## config.mk

```make
export PLATFORM = sky130hd
export DESIGN_NAME = mem2axi
export DESIGN_NICKNAME = d
export VERILOG_FILES = /design/src/rtl/mem2axi.sv
export SDC_FILE = /design/constraint.sdc
export NUM_CORES = 1
export LEC_CHECK = 0
export ABC_AREA = 1
export CORE_AREA = 2 2 151 153
export DETAILED_ROUTE_END_ITERATION = 16
export DIE_AREA = 0 0 153 155
export PLACE_DENSITY = 0.61
export SLEW_MARGIN = 20
export SYNTH_ARGS = -nofsm -noshare
export SYNTH_HDL_FRONTEND = slang
export SYNTH_SLANG_ARGS = --single-unit
```

## constraint.sdc

```tcl
create_clock -name clk_i -period 1.43 [get_ports clk_i]
set_input_delay 0.2145 -clock clk_i [delete_from_list [all_inputs] [get_ports clk_i]]
set_output_delay 0.2145 -clock clk_i [all_outputs]
set_load 0.03 [all_outputs]
```

## src/rtl/mem2axi.sv

```systemverilog
// rtl/mem2axi.sv - core data-port (req/gnt/rvalid) to single-beat AXI4 master bridge
// One transaction in flight; AW and W complete independently before the B response is taken.
module mem2axi #(
   parameter int ADDR_WIDTH = 32,
   parameter int DATA_WIDTH = 32,
   parameter int BE_WIDTH   = 4,
   parameter int ID_WIDTH   = 8,
   parameter int USER_WIDTH = 8,
   parameter int AXI_ID     = 0
) (
   input  logic                  clk_i,
   input  logic                  reset_ni,
   input  logic                  data_req_i,
   input  logic                  data_we_i,
   input  logic [ADDR_WIDTH-1:0] data_addr_i,
   input  logic [BE_WIDTH-1:0]   data_be_i,
   input  logic [DATA_WIDTH-1:0] data_wdata_i,
   output logic                  data_gnt_o,
   output logic                  data_rvalid_o,
   output logic [DATA_WIDTH-1:0] data_rdata_o,
   output logic                  data_err_o,
   output logic [ID_WIDTH-1:0]   m_axi_awid,
   output logic [ADDR_WIDTH-1:0] m_axi_awaddr,
   output logic [7:0]            m_axi_awlen,
   output logic [2:0]            m_axi_awsize,
   output logic [1:0]            m_axi_awburst,
   output logic                  m_axi_awlock,
   output logic [3:0]            m_axi_awcache,
   output logic [2:0]            m_axi_awprot,
   output logic [3:0]            m_axi_awqos,
   output logic [3:0]            m_axi_awregion,
   output logic [USER_WIDTH-1:0] m_axi_awuser,
   output logic                  m_axi_awvalid,
   input  logic                  m_axi_awready,
   output logic [DATA_WIDTH-1:0] m_axi_wdata,
   output logic [BE_WIDTH-1:0]   m_axi_wstrb,
   output logic                  m_axi_wlast,
   output logic [USER_WIDTH-1:0] m_axi_wuser,
   output logic                  m_axi_wvalid,
   input  logic                  m_axi_wready,
   input  logic [ID_WIDTH-1:0]   m_axi_bid,
   input  logic [1:0]            m_axi_bresp,
   input  logic [USER_WIDTH-1:0] m_axi_buser,
   input  logic                  m_axi_bvalid,
   output logic                  m_axi_bready,
   output logic [ID_WIDTH-1:0]   m_axi_arid,
   output logic [ADDR_WIDTH-1:0] m_axi_araddr,
   output logic [7:0]            m_axi_arlen,
   output logic [2:0]            m_axi_arsize,
   output logic [1:0]            m_axi_arburst,
   output logic                  m_axi_arlock,
   output logic [3:0]            m_axi_arcache,
   output logic [2:0]            m_axi_arprot,
   output logic [3:0]            m_axi_arqos,
   output logic [3:0]            m_axi_arregion,
   output logic [USER_WIDTH-1:0] m_axi_aruser,
   output logic                  m_axi_arvalid,
   input  logic                  m_axi_arready,
   input  logic [ID_WIDTH-1:0]   m_axi_rid,
   input  logic [DATA_WIDTH-1:0] m_axi_rdata,
   input  logic [1:0]            m_axi_rresp,
   input  logic                  m_axi_rlast,
   input  logic [USER_WIDTH-1:0] m_axi_ruser,
   input  logic                  m_axi_rvalid,
   output logic                  m_axi_rready
);

   typedef enum logic [2:0] {IDLE, WR_REQ, WR_RSP, RD_REQ, RD_RSP, DONE} state_e;

   state_e                  state_q, state_d;
   logic                    aw_pend_q, aw_pend_d;
   logic                    w_pend_q, w_pend_d;
   logic                    ar_pend_q, ar_pend_d;
   logic [1:0]              resp_q, resp_d;
   logic [DATA_WIDTH-1:0]   rdata_q, rdata_d;
   logic [ADDR_WIDTH-3:0]   addr_q;
   logic [BE_WIDTH-1:0]     be_q;
   logic [DATA_WIDTH-1:0]   wdata_q;

   assign data_gnt_o = data_req_i & (state_q == IDLE) & reset_ni;

   always_ff @(posedge clk_i or negedge reset_ni) begin
      if (!reset_ni) begin
         state_q   <= IDLE;
         aw_pend_q <= 1'b0;
         w_pend_q  <= 1'b0;
         ar_pend_q <= 1'b0;
         resp_q    <= 2'b00;
         rdata_q   <= '0;
      end else begin
         state_q   <= state_d;
         aw_pend_q <= aw_pend_d;
         w_pend_q  <= w_pend_d;
         ar_pend_q <= ar_pend_d;
         resp_q    <= resp_d;
         rdata_q   <= rdata_d;
      end
   end

   always_ff @(posedge clk_i or negedge reset_ni) begin
      if (!reset_ni) begin
         addr_q  <= '0;
         be_q    <= '0;
         wdata_q <= '0;
      end else if (data_gnt_o) begin
         addr_q  <= data_addr_i[ADDR_WIDTH-1:2];
         be_q    <= data_be_i;
         wdata_q <= data_wdata_i;
      end
   end

   // The pending flags double as the AW/W/AR valids, so they already hold until their own handshake.
   always_comb begin
      state_d   = state_q;
      aw_pend_d = aw_pend_q;
      w_pend_d  = w_pend_q;
      ar_pend_d = ar_pend_q;
      resp_d    = resp_q;
      rdata_d   = rdata_q;
      case (state_q)
         IDLE: begin
            if (data_gnt_o) begin
               if (data_we_i) begin
                  state_d   = WR_REQ;
                  aw_pend_d = 1'b1;
                  w_pend_d  = 1'b1;
               end else begin
                  state_d   = RD_REQ;
                  ar_pend_d = 1'b1;
               end
            end
         end
         WR_REQ: begin
            if (m_axi_awready) aw_pend_d = 1'b0;
            if (m_axi_wready)  w_pend_d  = 1'b0;
            if (!aw_pend_d && !w_pend_d) state_d = WR_RSP;
         end
         WR_RSP: begin
            if (m_axi_bvalid) begin
               resp_d  = m_axi_bresp;
               state_d = DONE;
            end
         end
         RD_REQ: begin
            if (m_axi_arready) begin
               ar_pend_d = 1'b0;
               state_d   = RD_RSP;
            end
         end
         RD_RSP: begin
            if (m_axi_rvalid) begin
               resp_d  = m_axi_rresp;
               rdata_d = m_axi_rdata;
               state_d = DONE;
            end
         end
         DONE:    state_d = IDLE;
         default: state_d = IDLE;
      endcase
   end

   assign data_rvalid_o = (state_q == DONE);
   assign data_err_o    = (state_q == DONE) & (resp_q != 2'b00);
   assign data_rdata_o  = rdata_q;

   assign m_axi_awid     = ID_WIDTH'(AXI_ID);
   assign m_axi_awaddr   = {addr_q, 2'b00};
   assign m_axi_awlen    = 8'd0;
   assign m_axi_awsize   = 3'b010;
   assign m_axi_awburst  = 2'b01;
   assign m_axi_awlock   = 1'b0;
   assign m_axi_awcache  = 4'b0000;
   assign m_axi_awprot   = 3'b000;
   assign m_axi_awqos    = 4'd0;
   assign m_axi_awregion = 4'd0;
   assign m_axi_awuser   = '0;
   assign m_axi_awvalid  = aw_pend_q;

   assign m_axi_wdata    = wdata_q;
   assign m_axi_wstrb    = be_q;
   assign m_axi_wlast    = 1'b1;
   assign m_axi_wuser    = '0;
   assign m_axi_wvalid   = w_pend_q;

   assign m_axi_bready   = (state_q == WR_RSP);

   assign m_axi_arid     = ID_WIDTH'(AXI_ID);
   assign m_axi_araddr   = {addr_q, 2'b00};
   assign m_axi_arlen    = 8'd0;
   assign m_axi_arsize   = 3'b010;
   assign m_axi_arburst  = 2'b01;
   assign m_axi_arlock   = 1'b0;
   assign m_axi_arcache  = 4'b0000;
   assign m_axi_arprot   = 3'b000;
   assign m_axi_arqos    = 4'd0;
   assign m_axi_arregion = 4'd0;
   assign m_axi_aruser   = '0;
   assign m_axi_arvalid  = ar_pend_q;

   assign m_axi_rready   = (state_q == RD_RSP);

   // Single-beat, single-ID traffic: response IDs, user bits and rlast carry no information here.
   logic unused_inputs;
   assign unused_inputs = ^{m_axi_bid, m_axi_buser, m_axi_rid, m_axi_ruser, m_axi_rlast,
                            data_addr_i[1:0]};

endmodule

```

final_placement.png
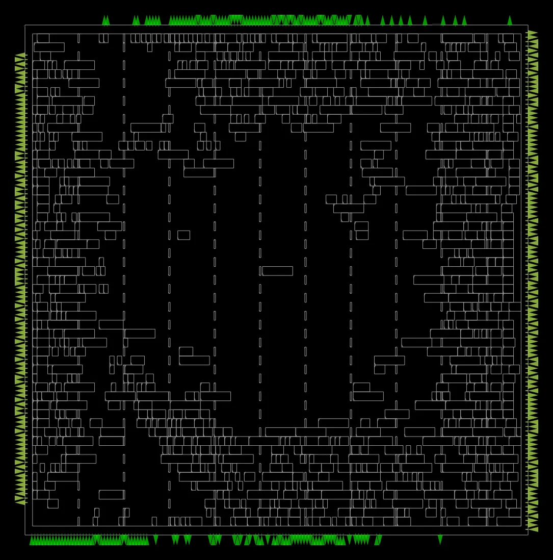
Final Core Density: 0.389
fillcell total: 2283

port_nets.png
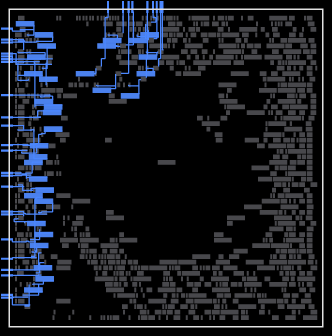
color	port	direction	edge	end cells	buffers	wire
blue	data_rdata_o	output	23 west, 9 north	32	32	1030 um
# port buffers: 246
Ports: 385

density.png
15 x 16 tiles, from black (low) to pale yellow (high), 0 to 100% covered.
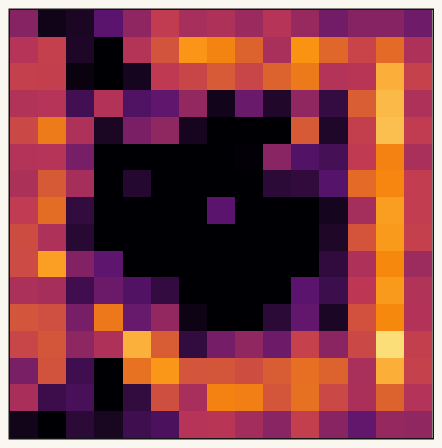
emptiest ninth of the die	center
tiles over 75% full	5.4%
mean over tiles	35%
core area: 22200 um^2
Core Util at FP: 0.239

gate_families.png
Bar = 50 um.
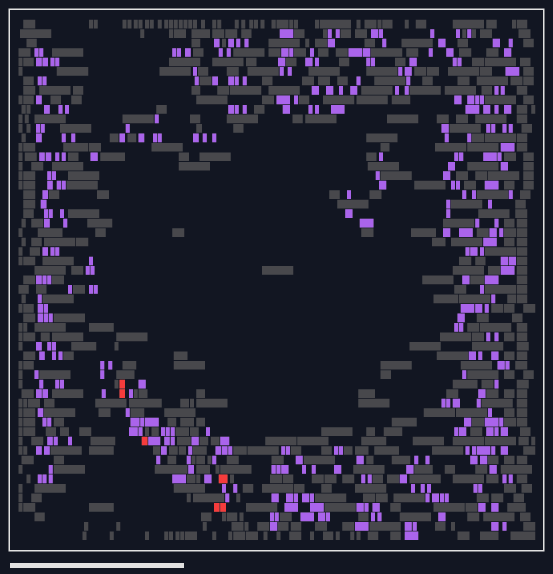
color	family	cells	most used
purple	NAND gates	336	nand2_1
red	inverting AOI/OAI gates	6	o21ai_0
Top cell excl fill/tap: nand2_1
final non-filler cell total: 1174
logic share of the area: 0.256

==> out/results.tsv <==
metric	value	unit
n_all_inverters	14	
largest_class	non-clock buffers	
nonClkBufAreaFrac	0.355	
clock_skew	0.0147	ns
drt-initial-drc-count	136	
drtAntennaViolNets	0	
seqPwrFrac	0.291	
hold_buffers	1	
arrival	1.41	ns
met1_usage	0.140	
powerDensity	2130	nW/um^2
regArea	2660	um^2
wl_met1	6300	um
placedCellCount	1135	
synth_area	5310	um^2
top_usage_layer	met2	
adder_share	0	
slowest_stage	dfrtp_2	
wl_per_cell	13.5	um
logic_gates	458	
cts_root_buf	clkbuf_16	
vias	4608	
crit_start	state_q[2]	
tns	-4.84	ns
wl_met3	1320	um
synth.area.top_cells	dfrtp_1 (50%), nand2_1 (21%), buf_4 (19%), nand3_1 (3.6%), buf_6 (1.3%)	
rsz0062_at_grt	yes	
antenna_found_initial	0	
worst-setup-path-type	flop to output pin	
cts_tree	yes	
seq_cell_power	5.34	mW
cts_buffers	9	
seq_share	0.307	
drc	0	
die_width	153	um
yosysWarnings	0	
edf_count	0	
crit_buf_inv	2	
cts_sinks	106	
openroad.warnings	65	
yosysTopAreaCell	dfrtp_1	
ys_sh_simple	0.261	
taps	285	
clk_latency	0.36	ns
via_per_inst	3.93	
yosys.area_share.aoi	0.00895	
min_to	m_axi_wdata[7]	
crit_top_cell	nor2_4	
grt_pass1_vias	4167	
clkbuf_count	10	
numSynthFlops	106	
setup_violations	71	
dpl_worst_slack	-0.109	ns
dr.max_layer_used	met4	
cp-end-kind	output pin	
dp_hpwl	10900	um
fin_crit_sh	1.13	
power.switching	8.96	mW
clock_power	2.50	mW
violations	negative setup slack	
grt.total_usage	0.119	
flop-count	106	
worstMarginPinSlew	0.606	ns
run_status	finished with violations	
postCtsSetupRepairBufs	8	
max_freq	617	MHz
critical_path_required	1.22	ns
hold_start	data_wdata_i[7]	
grt_util_met3	0.0415	
rr_startpoint	state_q[2]	
hold_viol_final	0	
ys_async_sr_fraction	1.00	
path_max_fanout	6	
holdWs	0.398	ns
rr_endpoint	addr_q[13]	
syn_inst	635	
lay_top_cells	nand2_1 (201), dlygate4sd2_1 (123), clkdlybuf4s50_1 (109)	
slew_headroom	0.596	
num_antenna_cells	0	
top_cells_by_count	nand2_1 (293), buf_4 (137), dfrtp_1 (106)	
p_total	18.4	mW
setup_slack	-0.191	ns
cpPeakStageDelay	0.47	ns
clock_power_share	0.136	
cp-start-kind	flop	
